$ cat config.mk
export PLATFORM = sky130hd
export DESIGN_NAME = tinker_fetch_unit
export DESIGN_NICKNAME = d
export VERILOG_FILES = /design/src/rtl/tinker_fetch_unit.sv
export SDC_FILE = /design/constraint.sdc
export NUM_CORES = 1
export LEC_CHECK = 0
export CAP_MARGIN = 10
export CORE_AREA = 2 2 213 215
export CTS_BUF_LIST = sky130_fd_sc_hd__clkbuf_16
export CTS_CLUSTER_SIZE = 14
export DETAILED_ROUTE_END_ITERATION = 8
export DIE_AREA = 0 0 215 217
export PLACE_DENSITY_LB_ADDON = 0.05
export SLEW_MARGIN = 30
export SYNTH_ARGS = -nofsm -noshare
export SYNTH_HDL_FRONTEND = slang
export SYNTH_SLANG_ARGS = --single-unit
$ cat constraint.sdc
create_clock -name clk -period 4.6 [get_ports clk]
set_clock_uncertainty 0.05 [all_clocks]
set_input_delay 0.69 -clock clk [delete_from_list [all_inputs] [get_ports clk]]
set_output_delay 0.69 -clock clk [all_outputs]
set_load 0.1 [all_outputs]
$ cat src/rtl/tinker_fetch_unit.sv
// Tinker instruction-fetch front end: issues in-order word fetches, buffers
// returned words in a prefetch queue, and hands {pc, instr} pairs to decode.
//
// Handshakes: every transfer is valid & ready in the same cycle. A valid
// never depends combinationally on its own ready. imem requests transfer on
// imem_req_valid & imem_req_ready, the queue head is consumed on
// if_valid & if_ready, and a response is taken on any cycle with
// imem_resp_valid while requests are outstanding.
module tinker_fetch_unit #(
    parameter int          DEPTH    = 4,
    parameter logic [63:0] RESET_PC = 64'h2000
) (
    input  logic        clk,
    input  logic        reset,
    output logic        imem_req_valid,
    input  logic        imem_req_ready,
    output logic [63:0] imem_req_addr,
    input  logic        imem_resp_valid,
    input  logic [31:0] imem_resp_data,
    input  logic        redirect_valid,
    input  logic [63:0] redirect_pc,
    output logic        if_valid,
    input  logic        if_ready,
    output logic [63:0] if_pc,
    output logic [31:0] if_instr,
    output logic        halted,
    output logic [1:0]  dbg_state
);

    localparam int AW = $clog2(DEPTH);
    localparam int PW = AW + 1;

    typedef enum logic [1:0] {
        ST_FETCH      = 2'd0,
        ST_HALT_DRAIN = 2'd1,
        ST_HALTED     = 2'd2
    } state_t;

    state_t        state_q, state_d;
    logic          run_q, run_d;
    logic          halted_q, halted_d;
    logic [63:0]   fetch_pc_q, fetch_pc_d;
    logic [63:0]   tag_q, tag_d;
    logic [PW-1:0] outstanding_q, outstanding_d;
    logic [PW-1:0] drop_cnt_q, drop_cnt_d;
    logic [PW-1:0] wr_ptr_q, wr_ptr_d;
    logic [PW-1:0] rd_ptr_q, rd_ptr_d;

    // Queue storage; validity is carried entirely by the pointers.
    logic [63:0]   ent_pc_q    [DEPTH];
    logic [31:0]   ent_instr_q [DEPTH];

    logic [PW-1:0] occ;
    logic [PW:0]   in_flight;
    logic          q_empty;
    logic          req_fire;
    logic          resp_acc;
    logic          resp_keep;
    logic          redir_act;
    logic          enq;
    logic          deq;
    logic          is_halt;
    logic [63:0]   redir_aligned;
    logic [AW-1:0] rd_idx;
    logic [AW-1:0] wr_idx;

    // Handshake qualifiers and head-of-queue outputs.
    always_comb begin
        occ            = wr_ptr_q - rd_ptr_q;
        q_empty        = (occ == '0);
        in_flight      = {1'b0, occ} + {1'b0, outstanding_q};
        rd_idx         = rd_ptr_q[AW-1:0];
        wr_idx         = wr_ptr_q[AW-1:0];
        redir_aligned  = redirect_pc & ~64'd3;
        // run_q holds issue off for the first cycle after reset release.
        imem_req_valid = run_q && (state_q == ST_FETCH) && !redirect_valid
                         && (in_flight < (PW+1)'(DEPTH));
        imem_req_addr  = fetch_pc_q;
        if_valid       = !q_empty && (state_q != ST_HALTED) && !redirect_valid;
        if_pc          = q_empty ? 64'd0 : ent_pc_q[rd_idx];
        if_instr       = q_empty ? 32'd0 : ent_instr_q[rd_idx];
        halted         = halted_q;
        dbg_state      = state_q;
        req_fire       = imem_req_valid && imem_req_ready;
        // A response with nothing outstanding is a protocol violation; ignore it.
        resp_acc       = imem_resp_valid && (outstanding_q != '0);
        resp_keep      = resp_acc && (drop_cnt_q == '0);
        redir_act      = redirect_valid && (state_q != ST_HALTED);
        enq            = resp_keep && !redirect_valid && (state_q != ST_HALTED);
        deq            = if_valid && if_ready;
        is_halt        = (imem_resp_data[31:27] == 5'h0f) && (imem_resp_data[11:8] == 4'h0);
        outstanding_d  = outstanding_q + PW'(req_fire) - PW'(resp_acc);
    end

    // Next-state logic: normal fetch/queue updates first, redirect overrides last.
    always_comb begin
        state_d    = state_q;
        run_d      = 1'b1;
        halted_d   = halted_q;
        fetch_pc_d = fetch_pc_q;
        tag_d      = tag_q;
        drop_cnt_d = drop_cnt_q;
        wr_ptr_d   = wr_ptr_q;
        rd_ptr_d   = rd_ptr_q;

        if (resp_acc && (drop_cnt_q != '0)) begin
            drop_cnt_d = drop_cnt_q - PW'(1);
        end
        if (req_fire) begin
            fetch_pc_d = fetch_pc_q + 64'd4;
        end
        if (enq) begin
            wr_ptr_d = wr_ptr_q + PW'(1);
            tag_d    = tag_q + 64'd4;
        end
        if (deq) begin
            rd_ptr_d = rd_ptr_q + PW'(1);
        end

        case (state_q)
            ST_FETCH: begin
                // Everything still in flight (including a request issued this
                // cycle) lies past the halt and must be thrown away.
                if (enq && is_halt) begin
                    state_d    = ST_HALT_DRAIN;
                    drop_cnt_d = outstanding_d;
                end
            end
            ST_HALT_DRAIN: begin
                // The halt is the youngest entry, so it is the head once occ==1.
                if (deq && (occ == PW'(1))) begin
                    state_d  = ST_HALTED;
                    halted_d = 1'b1;
                end
            end
            ST_HALTED: begin
                state_d = ST_HALTED;
            end
            default: begin
                state_d = ST_FETCH;
            end
        endcase

        if (redir_act) begin
            rd_ptr_d   = wr_ptr_q;
            wr_ptr_d   = wr_ptr_q;
            fetch_pc_d = redir_aligned;
            tag_d      = redir_aligned;
            // A response arriving this cycle is already excluded by outstanding_d.
            drop_cnt_d = outstanding_d;
            state_d    = ST_FETCH;
        end
    end

    // Control state registers.
    always_ff @(posedge clk or negedge reset) begin
        if (!reset) begin
            state_q       <= ST_FETCH;
            run_q         <= 1'b0;
            halted_q      <= 1'b0;
            fetch_pc_q    <= RESET_PC;
            tag_q         <= RESET_PC;
            outstanding_q <= '0;
            drop_cnt_q    <= '0;
            wr_ptr_q      <= '0;
            rd_ptr_q      <= '0;
        end else begin
            state_q       <= state_d;
            run_q         <= run_d;
            halted_q      <= halted_d;
            fetch_pc_q    <= fetch_pc_d;
            tag_q         <= tag_d;
            outstanding_q <= outstanding_d;
            drop_cnt_q    <= drop_cnt_d;
            wr_ptr_q      <= wr_ptr_d;
            rd_ptr_q      <= rd_ptr_d;
        end
    end

    // Queue storage write at the tail; no reset needed.
    always_ff @(posedge clk) begin
        if (enq) begin
            ent_pc_q[wr_idx]    <= tag_q;
            ent_instr_q[wr_idx] <= imem_resp_data;
        end
    end

endmodule

==> GITHUB_STEP_SUMMARY, run 1 <==
## Implementation flow summary

| Metric | Value |
|---|---|
| Detailed-route vias per instance | `roughly 5.6` |
| Clock tree root driver cell | `clkbuf_16` |
| Startpoint of the most critical register-to-register path | `wr_ptr_q[0]` |
| Number of DRC violations after detailed routing | `0` |
| Register area share after synthesis | `0.673` |
| Gpl congestion | `0.791` |
| Antenna Violating Nets Remaining | `0` |
| Fraction of post-synthesis cell area in the top cell type by area | `0.514` |
| Chip height | `approximately 220 um` |
| Commonest flop | `edfxtp_1` |
| Count of hold-fix buffers inserted at cts | `0` |
| Clock latency at the later pin of the worst-skew pair | `0.60 ns` |
| Detailed Routing Iterations Pass 1 | `7` |
| Result of the run | `finished clean` |
| Cell with the most instances after synthesis | `edfxtp_1` |
| Simple-gate area share of the yosys netlist | `0.116` |
| Post-synthesis cell type with the largest combined area | `edfxtp_1` |
| Number of clock buffers in the layout | `55` |
| Total area of sequential cells | `0.0148 mm^2` |
| Critical path arrival | `roughly 4.8 ns` |
| Largest net degree at the start of global routing | `between 90 and 100` |
| Hold Slack | `0.110 ns` |
| Maximum number of buffers from clock root to sink | `3` |
| Worst Max-Slew Pin Slew | `between 1 and 1.5 ns` |
| Setup repair after global routing missed its margin | `false` |
| Final design area excluding fillers | `around 0.027 mm^2` |
| Crit-path max cell delay | `~0.52 ns` |
| Post-synth tally of flip-flops with integrated enable | `approximately 380` |
| Number of pins exceeding their max-slew limit in the final report | `0` |
| Flip-flops | `516` |
| Fraction of cell area in non-clock buffers | `0.0989` |
==> run 1: routing by layer <==
layer	vias to the layer above	routed length [um]	track usage
li1	6120	-	-
met1	6819	24300	0.339
met2	406	25600	0.369
met3	78	3620	0.0521
met4	0	1280	0.0694
met5	-	0	0
==> run 1: state kept, by name, summed over array words and instances, names as in the netlist <==
signal / flops
dbg_state: 2
drop_cnt_q: 3
ent_instr_q: 128
ent_pc_q: 248
halted: 1
imem_req_addr: 62
outstanding_q: 3
rd_ptr_q: 3
run_q: 1
tag_q: 62
wr_ptr_q: 3
==> run 1: cells by family after synthesis <==
family | count (synthesis)
flip-flops | 516
buffers and inverters | 105
XOR/XNOR | 116
multiplexers | 96
other | 2
adder cells (fa/ha/maj) | 20
AND-OR/OR-AND | 146
AND/OR/NAND/NOR | 469
### Routing congestion map, run 1

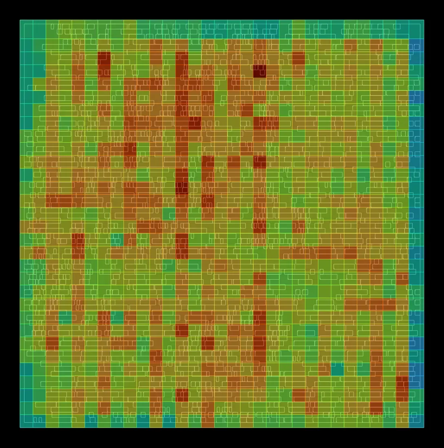
met1 GRT Util: 0.339
post-layout util: 0.603
Routed WL per cell: 22.9 um
met2 capacity usage during global routing: 0.369
overall routing resource usage: 0.237

### Routed metal, one colour a layer, run 1

Only two layers are drawn.
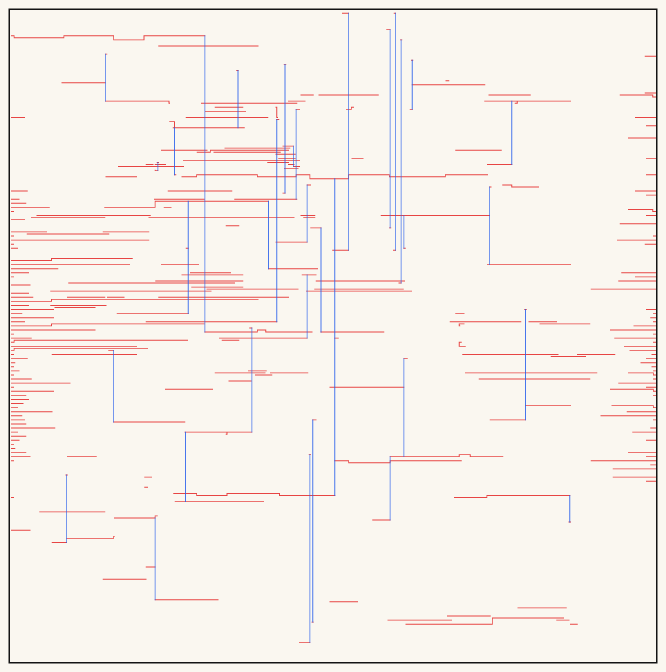
Red marks M3, wire length 3620 um. Blue marks M4, wire length 1280 um.
vias: 13423
final routed wirelength across all metal layers: 54800 um

### Metal 3, run 1

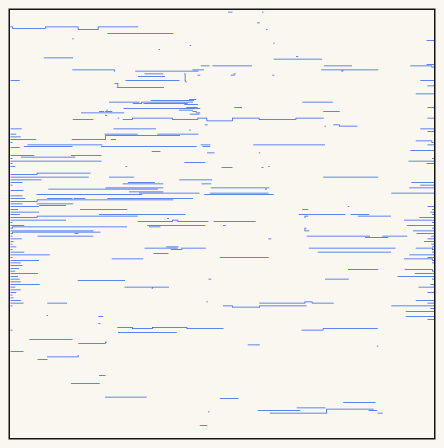
The wires run mostly horizontal. 201 nets have wire on it.
grt met3 use: 0.0521

### Where the registers sit, run 1

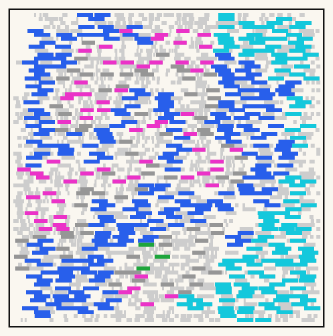

==> run 2: changes to the inputs <==
CTS_BUF_LIST = default   (was sky130_fd_sc_hd__clkbuf_16)
### Where the registers sit, run 2

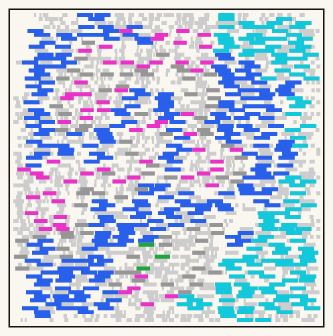
Green marks rd_ptr_q, placed flops 3. Blue marks ent_pc_q, placed flops 248, where widely spread. Cyan marks ent_instr_q, placed flops 128. Magenta marks imem_req_addr, placed flops 62.
total area of sequential cells: 0.0148 mm^2

==> GITHUB_STEP_SUMMARY, run 2 <==
## Implementation flow summary

| Metric | Value |
|---|---|
| Result of the run | `finished clean` |
| Number of clock buffers in the layout | `between 70 and 80` |
| Met1 GRT Util | `0.339` |
| Leading registers by flop count | `ent_pc_q x248, ent_instr_q x128` |
| Final design area excluding fillers | `between 0.02 and 0.03 mm^2` |
| Detailed Routing Iterations Pass 1 | `5` |
| Hold Slack | `between 0.1 and 0.15 ns` |
| Largest net degree at the start of global routing | `a little under 100` |
| Flip-flop count of the largest register after layout | `248` |
| Register area share after synthesis | `0.673` |
| Post-synthesis cell type with the largest combined area | `edfxtp_1` |
| Chip height | `roughly 220 um` |
| Top layer used by detailed routing | `met4` |
| Clock latency at the later pin of the worst-skew pair | `about 0.60 ns` |
| Detailed-route vias per instance | `~5.6` |
| Detailed-route wire length on metal 1 | `approximately 24000 um` |
| Post-synth tally of flip-flops with integrated enable | `~380` |
### Metal 3, run 2

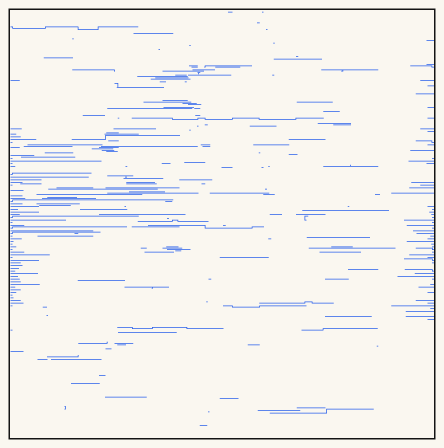
205 nets have wire on it. The layer holds 6.6% of the routed length.
vias: 13460
final routed wirelength across all metal layers: 54900 um
grt met3 use: 0.0520

run 2: worst min-delay path by stage:
stage / end / slack (ns)
global route: imem_req_addr[45] / 0.16
floorplan: dbg_state[0] / 0.34
global placement: wr_ptr_q[2] / 0.45
finish: imem_req_addr[45] / 0.11
CTS: imem_req_addr[18] / 0.15
detailed placement: wr_ptr_q[2] / 0.46
run 2: logic make-up (layout without fill, tap and decap cells):
family                   count (synthesis)  count (layout)  synth area share
multiplexers                            96              96            0.0973
flip-flops                             516             516             0.673
adder cells (fa/ha/maj)                 20              20            0.0121
buffers and inverters                  105             427            0.0191
other                                    2               6          0.000342
AND/OR/NAND/NOR                        469             469             0.116
AND-OR/OR-AND                          146             146            0.0356
XOR/XNOR                               116             116            0.0462
### I/O pins on the die edge, run 2

Pins as bars across the die edge, other pins in grey.
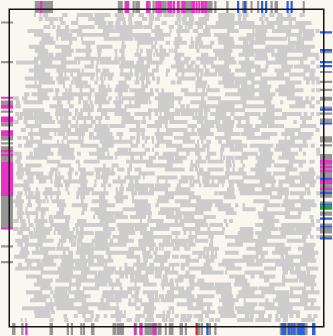

==> run 3: changes to the inputs <==
CORE_AREA = 2 2 209 211   (was 2 2 213 215)
CTS_BUF_LIST = sky130_fd_sc_hd__clkbuf_8   (was default)
DIE_AREA = 0 0 211 213   (was 0 0 215 217)
### I/O pins on the die edge, run 3

Pins as bars across the die edge, other pins in grey.
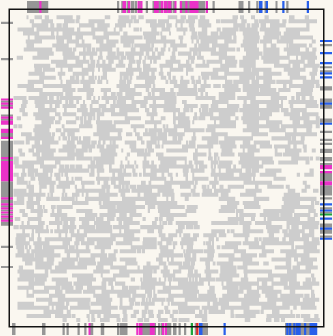
Magenta marks imem_req_addr, pins 64, direction output, edge 26 left, 24 top, 9 bottom, 5 right. Green marks dbg_state, pins 2, direction output, edge 1 right, 1 bottom. Blue marks if_instr, pins 32, direction output, edge 15 bottom, 12 right, 5 top. Red marks if_ready, pins 1, direction input, edge bottom.
chip height: 213 um
die outline width: 211 um
# port buffers: 260

### Routed metal, one colour a layer, run 3

Only two layers are drawn.
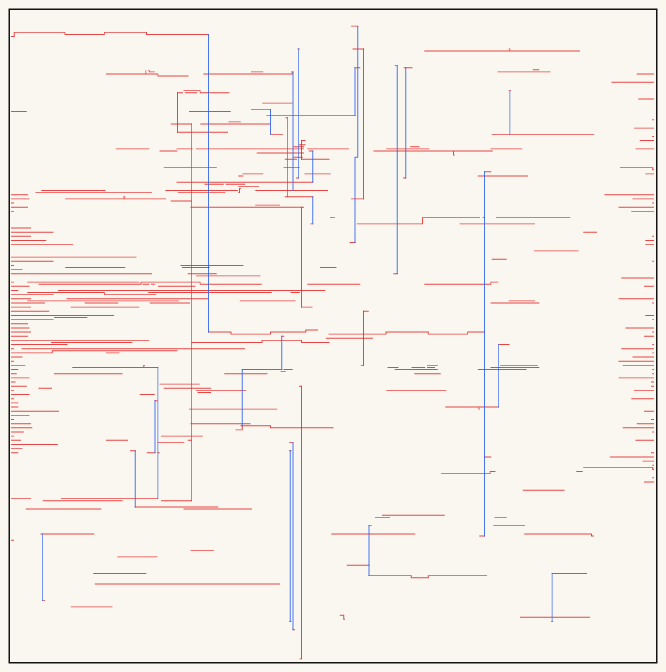
Red marks M3, wire length 3560 um. Blue marks M4, wire length 1180 um.
Routed WL per cell: 22.8 um
vias: 13671
overall routing resource usage: 0.248
final routed wirelength across all metal layers: 54600 um

==> GITHUB_STEP_SUMMARY, run 3 <==
## Implementation flow summary

| Metric | Value |
|---|---|
| Number of clock buffers in the layout | `slightly above 90` |
| Antenna Violating Nets Remaining | `0` |
| Register area share after synthesis | `0.673` |
| Biggest register | `ent_pc_q` |
| Grt met3 use | `0.0544` |
| Sum of met2 wire segment lengths after detailed routing | `between 20000 and 30000 um` |
| Commonest flop | `edfxtp_1` |
| Gpl congestion | `around 0.8` |
| Met1 GRT Util | `0.343` |
| Crit-path max cell delay | `around 0.53 ns` |
| Wire length on met3 | `3560 um` |
| Largest net degree at the start of global routing | `97` |
| Clock latency at the later pin of the worst-skew pair | `around 0.64 ns` |
| Total area of sequential cells | `roughly 0.015 mm^2` |
| Detailed Routing Iterations Pass 1 | `5` |
| Final design area excluding fillers | `~0.027 mm^2` |
| Result of the run | `finished clean` |
| Fraction of cell area in non-clock buffers | `0.0999` |
| Detailed-route wire length on metal 1 | `~24000 um` |
| Post-layout util | `0.625` |
| Flip-flop count of the largest register after layout | `approximately 250` |
| Top layer used by detailed routing | `met4` |
| Post-synth tally of flip-flops with integrated enable | `376` |
| Setup repair after global routing missed its margin | `false` |
| Met2 capacity usage during global routing | `0.394` |
| Hold Slack | `approximately 0.078 ns` |
| Clock tree root driver cell | `clkbuf_8` |
| Number of DRC violations after detailed routing | `0` |
| Flip-flops | `~520` |
| Post-synthesis cell type with the largest combined area | `edfxtp_1` |
| Number of pins exceeding their max-slew limit in the final report | `0` |
| Detailed-route vias per instance | `5.71` |
| Leading registers by flop count | `ent_pc_q x248, ent_instr_q x128` |
| Startpoint of the most critical register-to-register path | `wr_ptr_q[0]` |
| Critical path arrival | `about 4.8 ns` |
| Worst Max-Slew Pin Slew | `between 1 and 1.5 ns` |
| Cell with the most instances after synthesis | `edfxtp_1` |
==> run 3: cell counts after synthesis <==
No cell type changed its count.
==> run 3: logic make-up after synthesis <==
group	synth area share
buffers and inverters	0.0191
muxes	0.0973
and+or+nand+nor	0.116
adders and majority gates	0.0121
xor gates and xnor gates	0.0462
DFF	0.673
AOI/OAI and AO/OA	0.0356
other	0.000342
==> run 3: what timing repair did <==
| item | CTS | global route |
|---|---|---|
| setup endpoints to repair | 0 | 1 |
| endpoints found under the hold margin | 0 | 0 |
| gates resized | 0 | 1 |
